$ cat config.mk
export PLATFORM = sky130hd
export DESIGN_NAME = intc_vectored
export DESIGN_NICKNAME = d
export VERILOG_FILES = /design/src/rtl/intc_vectored.sv
export SDC_FILE = /design/constraint.sdc
export NUM_CORES = 1
export LEC_CHECK = 0
export CAP_MARGIN = 20
export CORE_MARGIN = 2
export CORE_UTILIZATION = 30
export CTS_CLUSTER_SIZE = 12
export DETAILED_ROUTE_END_ITERATION = 10
export PLACE_DENSITY = 0.72
export SETUP_SLACK_MARGIN = 0.5
export SLEW_MARGIN = 20
export SYNTH_ARGS = -nofsm -noshare
export SYNTH_HDL_FRONTEND = slang
export SYNTH_SLANG_ARGS = --single-unit
$ cat constraint.sdc
create_clock -name clk -period 2 [get_ports clk]
set_input_delay 0.5 -clock clk [delete_from_list [all_inputs] [get_ports clk]]
set_output_delay 0.5 -clock clk [all_outputs]
set_load 0.005 [all_outputs]
$ cat src/rtl/intc_vectored.sv
// Vectored interrupt controller: edge capture, mask, fixed priority, drain/push/vector entry sequencer.
// Entry: pending at T+1, fetch_stall T+2..T+4+DRAIN_CYCLES, vec_valid at T+4+DRAIN_CYCLES.
// No backpressure; fetch_stall holds the pipeline. Define INTC_NESTING_EN for nested entry from SERVICE.
module intc_vectored #(
   parameter int          N_SRC        = 4,
   parameter int          ID_W         = 2,
   parameter int          DRAIN_CYCLES = 4,
   parameter logic [31:0] VEC_BASE     = 32'h0,
   parameter logic [31:0] VEC_STRIDE   = 32'h2
) (
   input  logic             clk,
   input  logic             reset,
   input  logic [N_SRC-1:0] irq,
   input  logic             mask_we,
   input  logic [N_SRC-1:0] mask_wdata,
   input  logic             rti_done,
   output logic             fetch_stall,
   output logic             push_pc,
   output logic             push_ccr,
   output logic             vec_valid,
   output logic [31:0]      vec_addr,
   output logic [ID_W-1:0]  active_id,
   output logic [N_SRC-1:0] in_service,
   output logic [N_SRC-1:0] pending
);

   localparam int               CNT_W    = (DRAIN_CYCLES > 1) ? $clog2(DRAIN_CYCLES) : 1;
   localparam logic [CNT_W-1:0] CNT_LOAD = CNT_W'(DRAIN_CYCLES - 1);
   localparam logic [CNT_W-1:0] CNT_ONE  = CNT_W'(1);
   localparam logic [N_SRC-1:0] ONE      = N_SRC'(1);

   typedef enum logic [2:0] {
      S_IDLE, S_DRAIN, S_PUSH_PC, S_PUSH_CCR, S_VECTOR, S_SERVICE
   } state_t;

   state_t           state_q, state_d;
   logic [N_SRC-1:0] irq_q;
   logic [N_SRC-1:0] pending_q, pending_d;
   logic [N_SRC-1:0] mask_q, mask_d;
   logic [N_SRC-1:0] in_service_q, in_service_d;
   logic [ID_W-1:0]  active_id_q, active_id_d;
   logic [CNT_W-1:0] cnt_q, cnt_d;
   logic [N_SRC-1:0] cand, clr;
   logic [ID_W-1:0]  sel;
   logic             accept;

   // Index 0 is highest priority, so "winner" is always the lowest set bit.
   function automatic logic [ID_W-1:0] lowest_set(input logic [N_SRC-1:0] v);
      lowest_set = '0;
      for (int i = N_SRC - 1; i >= 0; i--)
         if (v[i]) lowest_set = ID_W'(i);
   endfunction

   assign cand = pending_q & mask_q;
   assign sel  = lowest_set(cand);

`ifdef INTC_NESTING_EN
   logic [N_SRC-1:0] isr_after_rti;
   logic             nest_ok;
   assign isr_after_rti = in_service_q & (in_service_q - ONE);
   assign nest_ok       = sel < lowest_set(in_service_q);
`endif

   always_ff @(posedge clk) begin
      if (reset) begin
         state_q      <= S_IDLE;
         irq_q        <= '0;
         pending_q    <= '0;
         mask_q       <= '0;
         in_service_q <= '0;
         active_id_q  <= '0;
         cnt_q        <= '0;
      end else begin
         state_q      <= state_d;
         irq_q        <= irq;
         pending_q    <= pending_d;
         mask_q       <= mask_d;
         in_service_q <= in_service_d;
         active_id_q  <= active_id_d;
         cnt_q        <= cnt_d;
      end
   end

   always_comb begin
      state_d      = state_q;
      cnt_d        = cnt_q;
      active_id_d  = active_id_q;
      in_service_d = in_service_q;
      accept       = 1'b0;
      clr          = '0;
      case (state_q)
         S_IDLE:     accept = (|cand) && (in_service_q == '0);
         S_DRAIN: begin
            if (cnt_q == '0) state_d = S_PUSH_PC;
            else             cnt_d   = cnt_q - CNT_ONE;
         end
         S_PUSH_PC:  state_d = S_PUSH_CCR;
         S_PUSH_CCR: state_d = S_VECTOR;
         S_VECTOR: begin
            state_d      = S_SERVICE;
            in_service_d = in_service_q | (ONE << active_id_q);
         end
         S_SERVICE: begin
`ifdef INTC_NESTING_EN
            // A retiring RTI takes precedence over a nested acceptance in the same cycle.
            if (rti_done) begin
               in_service_d = isr_after_rti;
               if (isr_after_rti == '0) state_d     = S_IDLE;
               else                     active_id_d = lowest_set(isr_after_rti);
            end else begin
               accept = (|cand) && nest_ok;
            end
`else
            if (rti_done) begin
               in_service_d = in_service_q & (in_service_q - ONE);
               state_d      = S_IDLE;
            end
`endif
         end
         default:    state_d = S_IDLE;
      endcase
      if (accept) begin
         state_d     = S_DRAIN;
         cnt_d       = CNT_LOAD;
         active_id_d = sel;
         clr         = ONE << sel;
      end
      // New edge is OR-ed after the clear so a same-cycle set wins.
      pending_d = (pending_q & ~clr) | (irq & ~irq_q);
      mask_d    = mask_we ? mask_wdata : mask_q;
   end

   always_comb begin
      fetch_stall = 1'b0;
      push_pc     = 1'b0;
      push_ccr    = 1'b0;
      vec_valid   = 1'b0;
      case (state_q)
         S_DRAIN:    fetch_stall = 1'b1;
         S_PUSH_PC:  begin fetch_stall = 1'b1; push_pc   = 1'b1; end
         S_PUSH_CCR: begin fetch_stall = 1'b1; push_ccr  = 1'b1; end
         S_VECTOR:   begin fetch_stall = 1'b1; vec_valid = 1'b1; end
         default:    ;
      endcase
   end

   assign vec_addr   = VEC_BASE + 32'(active_id_q) * VEC_STRIDE;
   assign active_id  = active_id_q;
   assign in_service = in_service_q;
   assign pending    = pending_q;

endmodule
run_1/placed.png
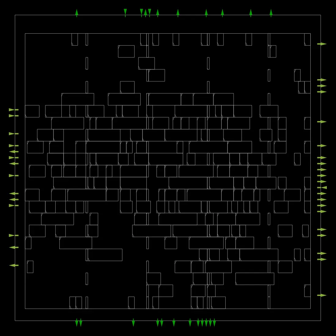
# fillers: 388
post-layout util: 43.5%

run_1/util_map.png
7 x 7 tiles, from white (low) to dark blue (high), 0 to 100% covered.
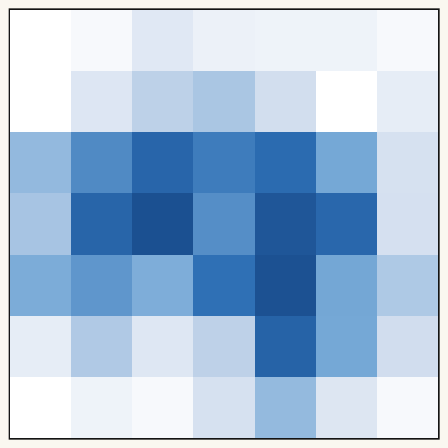
emptiest ninth of the die = top right
mean over tiles = 35%
fullest tile = 87%
tiles over 75% full = 16%
densest ninth of the die = middle

run_1/sizing.png
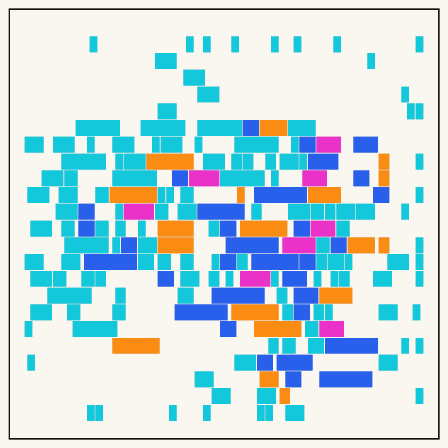
x2 -> orange  # cells 18, share 9.4%, most used dfxtp_2
x1 and smaller -> cyan  # cells 133, share 70%, most used conb_1
x6 and larger -> magenta  # cells 8, share 4.2%, most used buf_6
x3 and x4 -> blue  # cells 32, share 17%, most used buf_4

==> results.yml, run 1 <==
# synthesis and place-and-route metrics
worst_setup_path:
  path_max_fanout: 5
  path_cells: "buf_6 -> nand2b_4 -> nor2_4 -> buf_2"
  critPathArrivalTime_ns: 1.09
  critPathKind: "flop to primary output"
  slowest_delay_ns: 0.35
  critPathLaunch: "state_q[1]"
  r2r_cells: 6
  cp-end-kind: "primary output"
  slowest_stage: "dfxtp_4"
  rrSetupSlack_ns: 0.45
  cp-start-kind: "flop"
  r2r-start: "state_q[0]"
  required_ns: 1.50
  critical-path-top-delay-family: "flip-flops"
  worst-path-stages: 4
  worst_r2r_endpoint: "active_id[0]"
global_route:
  grtUsageMet1_pct: 12.5
  grt_use_met3_pct: 3.92
  grt_pass1_wl_mm: 4.11
  track_usage_pct: 10.2
  grt_pass1_vias: 940
  grt_use_met2_pct: 17.0
  grt-busiest-layer: "met2"
detailed_routing:
  via_count: 1066
  wl_met1_mm: 1.18
  wl_mm: 2.71
  ant_nets: 0
  top_layer: "met4"
  drc: 0
  wl_met3_microns: 194
  routed-wl-met2_mm: 1.31
  vias_per_cell: 4.42
  drt_iter0_drc: 96
  drtPass1Iterations: 4
  wl_per_cell_microns: 11.2
final_timing:
  whs_ns: 0.473
  fin_crit_sh_pct: 79.7
  setup_viol_count_final: 0
  setup_slack_ns: 0.407
  hold_violations: 0
  fin_skew_ns: 0.00104
  tns_ns: 0
  period_minus_slack_ns: 1.59
  rsz0062_at_grt: "true"
power:
  sw_frac_of_total_pct: 27.6
  power.internal_w: 0.000792
  p_sw_w: 0.000301
  p_seq_w: 0.000506
  clkPwrFrac_pct: 25.8
  ir_drop_uv: 389
  p_leak_nw: 0.792
  power_density_nw_per_um2: 619
  comb_power_share_pct: 28.0
  pg_comb_w: 0.000306
layout:
  top_area_cell_class: "logic gates"
  fin_area_sq_um: 1770
  stdcell_count: 241
  mostFrequentLayoutCell: "conb_1"
  buffer_area_share_pct: 24.5
  seq-cell-share_pct: 28.0
  final_layout_size_suffix_gt1_share_pct: 30.4
  num-multi-input-gates: 109
  logic_area_sq_um: 713
  nNonClkBuffers: 50
  seq_cells: 23
  area.growth.synth_to_final_pct: 37.3
  layout.nets: 205
  n_antenna_cell: 0
  final-clk-cell-share_pct: 2.55
synth:
  flop_cell: "dfxtp_1"
  synth.cellmix.adderShare_pct: 0.973
  ys_cells: 146
  yosysWarnings: 0
  yosysTopAreaCell: "dfxtp_1"
  ys_area_sq_um: 1290
  area_leaders: "dfxtp_1, buf_4, a21oi_1"
  most_common_cell: "buf_4"
  ys_sh_simple_pct: 20.8
  avgSynthCellArea_sq_um: 8.81
  async_flop_share_pct: 0
  synth_cell_types: 36
  synthMuxAreaShare_pct: 3.89
  synthCells: 146
  xor_share_pct: 1.36
  synthAoiAreaFrac_pct: 14.3
  ys.flops: 23
clocking:
  clock_latency_ns: 0.26
  cts_tree: "yes"
  clock-root-buffer: "clkbuf_8"
  cts.htree.levels: 1
  cts_resized: 60
  cts_hold_buf: 0
  cts_buffer_depth: 2
  cts_setup_buffers: 15
  clock-sinks: 23
placement:
  place.gp.congestion: 0.791
  port_buffers: 27
  place_area_sq_um: 1490
  hpwl_mm: 1.80
run_status:
  status: "finished, final reports clean"
min_path:
  hold_path_end: "pending[2]"
  hold_depth: 2
  holdCritPathClass: "flop to flop"
die:
  fp.dieH_microns: 69.5
  die_w_microns: 69.5
  ios: 58
  core_area_sq_um: 4060
  die_area_sq_um: 4830
  core.rowCount: 23
flow_run:
  max_cap_viol_count: 0
==> run 2: changes to the inputs <==
PLACE_DENSITY = 0.74   (was 0.72)
clock period = 1.46 ns   (was 2 ns; I/O delays follow)
run_2/util_map.png
7 x 7 tiles, from white (low) to dark blue (high), 0 to 100% covered.
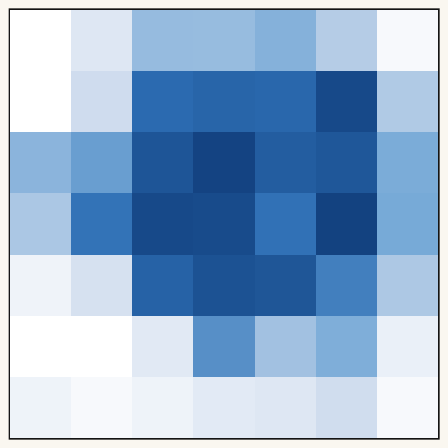
mean over tiles = 44%
tiles over 75% full = 29%
densest ninth of the die = middle
nearly empty tiles = 8.2%
emptiest ninth of the die = bottom left

==> run 2 against run 1 <==
Effect of this change:
- synthesized cell count is the same
- largest power group unchanged
- clock skew grew 0.0033 ns
- largest cell class unchanged
- final area grew 24%
- clock power grew 44%
- core utilization grew 11 points
- critical path depth grew 1
- highest routed layer unchanged
- count of clock-buffer cells in the layout shrank 1
- the run now ends with setup timing left
- combinational power grew 75%
- cell count grew 13%
==> results.yml, run 2 <==
# synthesis and place-and-route metrics
clocking:
  cts_hold_buf: 0
  cts_setup_buffers: 27
  clock_latency_ns: 0.27
  cts_buffer_depth: 2
  cts_inserted_buffers: 3
  cts_tree: "yes"
  cts_resized: 129
  clock-sinks: 23
  cts.htree.levels: 1
  clock-root-buffer: "clkbuf_8"
layout:
  seq-cell-share_pct: 22.6
  area.growth.synth_to_final_pct: 70.8
  n_antenna_cell: 0
  fin_util_pct: 54.1
  final_layout_size_suffix_gt1_share_pct: 53.2
  mostFrequentLayoutCell: "buf_6"
  buffer_area_share_pct: 34.6
  num-multi-input-gates: 109
  stdcell_count: 272
  layout.nets: 236
  final-clk-cell-share_pct: 2.11
  nNonClkBuffers: 81
  fillers: 362
  nClkBuffers: 3
  logic_area_sq_um: 812
  fin_area_sq_um: 2200
  top_area_cell_class: "logic gates"
  seq_cells: 23
final_timing:
  tns_ns: -0.205
  hold_violations: 0
  fin_crit_sh_pct: 104
  fmax_mhz: 659
  drv_slew: 0
  setup_slack_ns: -0.0572
  fin_skew_ns: 0.00435
  rsz0062_at_grt: "true"
  whs_ns: 0.478
  setup_viol_count_final: 7
  period_minus_slack_ns: 1.52
worst_setup_path:
  critPathArrivalTime_ns: 1.72
  r2r-start: "state_q[1]"
  worst-path-stages: 5
  critPathLaunch: "state_q[1]"
  critical-path-top-delay-family: "simple AND/OR/NAND/NOR gates"
  worstSetupEndpoint: "active_id[0]"
  rrSetupSlack_ns: -0.06
  required_ns: 1.67
  r2r_cells: 5
  slowest_stage: "dfxtp_4"
  worst_r2r_endpoint: "active_id[0]"
  cp-start-kind: "flop"
  path_max_fanout: 6
  critPathKind: "flop to flop"
  cp_num_buf_inv: 1
  cp-end-kind: "flop"
  path_cells: "buf_4 -> nor4_4 -> o211ai_4 -> or3_4 -> a21oi_2"
  slowest_delay_ns: 0.37
min_path:
  hold_depth: 2
  hold_path_end: "pending[2]"
  holdCritPathClass: "flop to flop"
synth:
  ys_sh_simple_pct: 20.8
  avgSynthCellArea_sq_um: 8.81
  top_cell_area_share_pct: 35.8
  flop_cell: "dfxtp_1"
  xor_share_pct: 1.36
  synthAoiAreaFrac_pct: 14.3
  async_flop_share_pct: 0
  edf_count: 0
  yosysWarnings: 0
  most_common_cell: "buf_4"
  synthCells: 146
  synthMuxAreaShare_pct: 3.89
  ys_area_sq_um: 1290
  synthTopCellsByCount: "buf_4, dfxtp_1, nor2_1, a21oi_1, nor2b_1"
  synth_cell_types: 36
  area_leaders: "dfxtp_1, buf_4, a21oi_1"
  ys.flops: 23
  synth.cellmix.adderShare_pct: 0.973
  yosysTopAreaCell: "dfxtp_1"
  ys_cells: 146
detailed_routing:
  drc: 0
  wl_met3_microns: 230
  vias_per_cell: 4.54
  wl_mm: 3.72
  wl_per_cell_microns: 13.7
  drt_iter0_drc: 35
  top_layer: "met4"
  via_count: 1235
  ant_nets: 0
  wl_met1_mm: 1.40
  routed-wl-met2_mm: 2.01
  drtPass1Iterations: 4
die:
  fp.dieH_microns: 69.5
  die_w_microns: 69.5
  die_area_sq_um: 4830
  core.rowCount: 23
  core_area_sq_um: 4060
  ios: 58
  taps: 50
placement:
  place_area_sq_um: 1610
  hpwl_mm: 2.01
  port_buffers: 27
  dp.cells: 232
  place.gp.congestion: 0.748
power:
  p_leak_nw: 0.988
  power.internal_w: 0.00116
  ir_drop_uv: 381
  comb_power_share_pct: 32.6
  pg_comb_w: 0.000536
  power_density_nw_per_um2: 749
  sw_frac_of_total_pct: 29.7
  p_sw_w: 0.000489
  clkPwrFrac_pct: 24.7
  p_seq_w: 0.000704
global_route:
  track_usage_pct: 14.1
  grt_use_met3_pct: 3.49
  grt_pass1_vias: 1168
  grt-busiest-layer: "met2"
  grt_use_met2_pct: 26.1
  grtUsageMet1_pct: 16.1
  grt_pass1_wl_mm: 5.53
run_status:
  status: "finished with violations"
  violations: "setup timing"
flow_run:
  max_cap_viol_count: 0
No activity file was given, so power comes from the tool's default toggle rates.
